## config.mk

```make
export PLATFORM = sky130hd
export DESIGN_NAME = sprite_rom_arbiter
export DESIGN_NICKNAME = d
export VERILOG_FILES = /design/src/rtl/sprite_rom_arbiter.sv
export SDC_FILE = /design/constraint.sdc
export NUM_CORES = 1
export LEC_CHECK = 0
export ABC_AREA = 0
export CORE_ASPECT_RATIO = 1.25
export CORE_MARGIN = 3
export CORE_UTILIZATION = 39
export DETAILED_ROUTE_END_ITERATION = 16
export PLACE_DENSITY = 0.84
export SYNTH_ARGS = -nofsm -noshare
export SYNTH_HDL_FRONTEND = slang
export SYNTH_SLANG_ARGS = --single-unit
```

## constraint.sdc

```tcl
create_clock -name Clk -period 2.5 [get_ports Clk]
set_input_delay 0.375 -clock Clk [delete_from_list [all_inputs] [get_ports Clk]]
set_output_delay 0.375 -clock Clk [all_outputs]
set_load 0.02 [all_outputs]
```

## src/rtl/sprite_rom_arbiter.sv

```systemverilog
// Round-robin arbiter sharing one synchronous sprite ROM among NUM_REQ requesters.
// Define SPRITE_ARB_BOUNDS_EN to trap addresses >= DEPTH (rom_addr 0, err flagged, rdata 0).
module sprite_rom_arbiter #(
  parameter int NUM_REQ = 2,
  parameter int ADDR_W  = 19,
  parameter int DATA_W  = 5,
  parameter int DEPTH   = 550,
  parameter int ROM_LAT = 1
) (
  input  logic                      Clk,
  input  logic                      Reset_n,
  input  logic [NUM_REQ-1:0]        req,
  input  logic [NUM_REQ*ADDR_W-1:0] addr,
  output logic [NUM_REQ-1:0]        gnt,
  output logic [ADDR_W-1:0]         rom_addr,
  input  logic [DATA_W-1:0]         rom_data,
  output logic [DATA_W-1:0]         rdata,
  output logic [NUM_REQ-1:0]        rvalid,
  output logic [NUM_REQ-1:0]        err
);

  localparam int          ID_W   = (NUM_REQ > 1) ? $clog2(NUM_REQ) : 1;
  localparam int unsigned NREQ   = NUM_REQ;
  localparam int unsigned STAGES = ROM_LAT + 1;

  if ((NUM_REQ < 2) || (NUM_REQ > 8) || (ROM_LAT < 1) || (ROM_LAT > 4) || (DEPTH < 1))
    begin : g_bad_param
      $error("sprite_rom_arbiter: parameter out of supported range");
    end

  typedef struct packed {
    logic            valid;
`ifdef SPRITE_ARB_BOUNDS_EN
    logic            err;
`endif
    logic [ID_W-1:0] id;
  } tag_t;

  logic [ID_W-1:0]   r_rr_ptr;
  logic [ADDR_W-1:0] r_rom_addr;
  tag_t              r_tag [STAGES];

  logic              w_any;
  logic [ID_W-1:0]   w_win;
  logic [ADDR_W-1:0] w_sel_addr;
  tag_t              w_new_tag;
  tag_t              w_last;

  // Search starts one past the last winner so the previous winner ends up last in line.
  always_comb begin
    int unsigned v_idx;
    w_any = 1'b0;
    w_win = '0;
    gnt   = '0;
    for (int unsigned off = 1; off <= NREQ; off++) begin
      v_idx = (32'(r_rr_ptr) + off) % NREQ;
      if (!w_any && req[v_idx]) begin
        w_any      = 1'b1;
        w_win      = ID_W'(v_idx);
        gnt[v_idx] = 1'b1;
      end
    end
  end

  assign w_sel_addr = addr[w_win*ADDR_W +: ADDR_W];

`ifdef SPRITE_ARB_BOUNDS_EN
  localparam logic [ADDR_W:0] DEPTH_A = (ADDR_W+1)'(DEPTH);
  logic w_oob;
  assign w_oob = ({1'b0, w_sel_addr} >= DEPTH_A);

  always_comb begin
    w_new_tag       = '0;
    w_new_tag.valid = w_any;
    w_new_tag.err   = w_any && w_oob;
    w_new_tag.id    = w_win;
  end
`else
  always_comb begin
    w_new_tag       = '0;
    w_new_tag.valid = w_any;
    w_new_tag.id    = w_win;
  end
`endif

  always_ff @(posedge Clk or negedge Reset_n) begin
    if (!Reset_n) begin
      r_rr_ptr   <= ID_W'(NUM_REQ - 1);
      r_rom_addr <= '0;
      for (int unsigned i = 0; i < STAGES; i++) r_tag[i] <= '0;
    end else begin
      if (w_any) begin
        r_rr_ptr <= w_win;
`ifdef SPRITE_ARB_BOUNDS_EN
        r_rom_addr <= w_oob ? '0 : w_sel_addr;
`else
        r_rom_addr <= w_sel_addr;
`endif
      end
      r_tag[0] <= w_new_tag;
      for (int unsigned i = 1; i < STAGES; i++) r_tag[i] <= r_tag[i-1];
    end
  end

  assign rom_addr = r_rom_addr;
  assign w_last   = r_tag[STAGES-1];

  always_comb begin
    rvalid = '0;
    err    = '0;
    rdata  = '0;
    for (int unsigned i = 0; i < NREQ; i++)
      rvalid[i] = w_last.valid && (w_last.id == ID_W'(i));
`ifdef SPRITE_ARB_BOUNDS_EN
    err = w_last.err ? rvalid : '0;
    if (w_last.valid && !w_last.err) rdata = rom_data;
`else
    if (w_last.valid) rdata = rom_data;
`endif
  end

endmodule

```

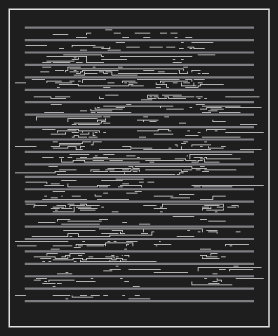
**Above:** met1 routing.
Supply wires on this layer in gray.
share of all routed wire = 39%
nets with wire on the layer = 210
wire length on this layer = 1400 um
vias post-DR: 1206
met1 Usage GRT: 22.2%

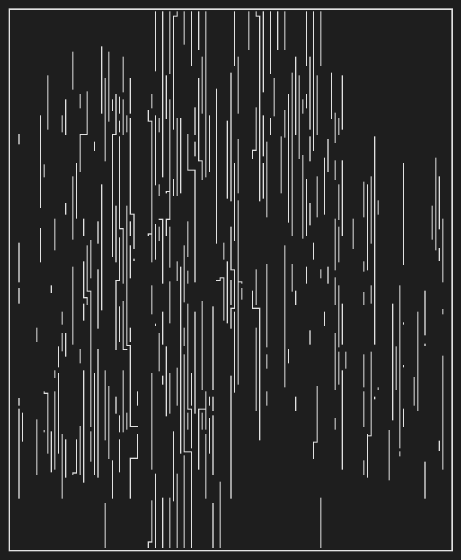
**Above:** signal wires on met2.
share of all routed wire = 52%
longest straight run = 26.5 um
main direction = vertical
nets with wire on the layer = 219
wire length on this layer = 1880 um
GR met2 Demand/Resource: 33.8%
final wirelength: 3.60 mm

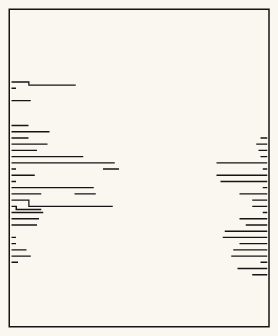
**Above:** signal wires on met3.
longest straight run = 22.3 um
main direction = horizontal
wire length on this layer = 290 um
share of all routed wire = 8.1%
met3 Usage GRT: 5.06%

==> impl_metrics.json <==
{
  "status": "complete, no violations",
  "cp.arrival_ns": 1.75,
  "max_freq_ghz": 0.471,
  "syn_area_per_cell_um2": 9.72,
  "route.detailed.drc": 0,
  "ys_types": 17,
  "drive_gt1_share_pct": 6.50,
  "place_area_um2": 1980,
  "yosys_area_um2": 1240,
  "critPathKind": "input pin to output port",
  "finalSetupViolations": 0,
  "drtPass1Iterations": 4,
  "warning_count": 26,
  "cp-start-kind": "input pin",
  "max_stage_delay_ns": 0.62,
  "port_buffers": 74,
  "netlist_area_um2": 1240,
  "dr.first_iter.drc_count": 25,
  "syn_inst": 128,
  "dp_cells": 232,
  "rows": 22,
  "wl_per_cell_um": 15.2,
  "cts_root_buf": "clkbuf_4",
  "ant_nets": 0,
  "crit_path_frequent_cell": "clkdlybuf4s50_1"
}
logic make-up after synthesis:
| family | synth area share, % |
|---|---|
| AND-OR/OR-AND | 23.0 |
| buffers and inverters | 8.45 |
| flip-flops | 48.4 |
| other | 0.302 |
| AND/OR/NAND/NOR | 19.8 |
worst paths after layout:
kind / cells after the start / start / end / slack [ns]
worst max-delay path: 4 / req[1] / gnt[0] / 0.38
worst min-delay path: 0 / r_tag[2] / r_tag[0] / 0.37
worst max register to register: 4 / r_rr_ptr / rom_addr[1] / 1.22
worst min register to register: 0 / r_tag[2] / r_tag[0] / 0.37
max in group asynchronous: 2 / Reset_n / r_rr_ptr / 1.81
min in group asynchronous: 2 / Reset_n / rom_addr[4] / 0.40
cell usage after synthesis, drive strengths merged:
| library cell | number | area (um^2) |
|---|---|---|
| nor2b | 20 | 125 |
| o21a | 1 | 7.51 |
| o22ai | 19 | 119 |
| a21boi | 1 | 7.51 |
| clkbuf | 2 | 7.51 |
| nor2 | 19 | 71.3 |
| and2 | 6 | 37.5 |
| a211oi | 19 | 143 |
| conb | 1 | 3.75 |
| buf | 10 | 86.3 |
| inv | 3 | 11.3 |
| nand2 | 1 | 6.26 |
| dfstp | 1 | 26.3 |
| or2 | 1 | 6.26 |
| a21bo | 1 | 10.0 |
| dfrtp | 23 | 576 |
metrics by stage:
step / hold WS, ns / power (W)
after floorplan: 0.0794 / 0.000660
final: 0.369 / 0.00106
after CTS: 0.372 / 0.00107
after global placement: 0.335 / 0.000853
after detailed placement: 0.342 / 0.000867
after global routing: 0.377 / 0.00112
routing by layer:
metal | vias up | routed length [um]
met2 | 50 | 1880
met5 | - | 0
met3 | 2 | 289
met4 | 0 | 23
met1 | 557 | 1400
li1 | 597 | -
sequential cells by signal, indices dropped and copies added, names as in the netlist:
signal,flops
r_tag,4
rom_addr,19
r_rr_ptr,1
layout make-up:
cell class              instances  share of cell area (%)
repair buffers                 79                    38.7
flip-flops and latches         24                    29.9
multi-input cells              90                    26.8
well taps                      36                    2.24
clock buffers                   4                    1.80
inverters                       3                   0.559
power breakdown:
group / internal (W) / leakage, nW / switching, W
clock network: 0.0000889 / 0.0210 / 0.000117
registers: 0.000436 / 0.276 / 0.0000246
logic: 0.000211 / 0.496 / 0.000185
No activity file was given, so power comes from the tool's default toggle rates.
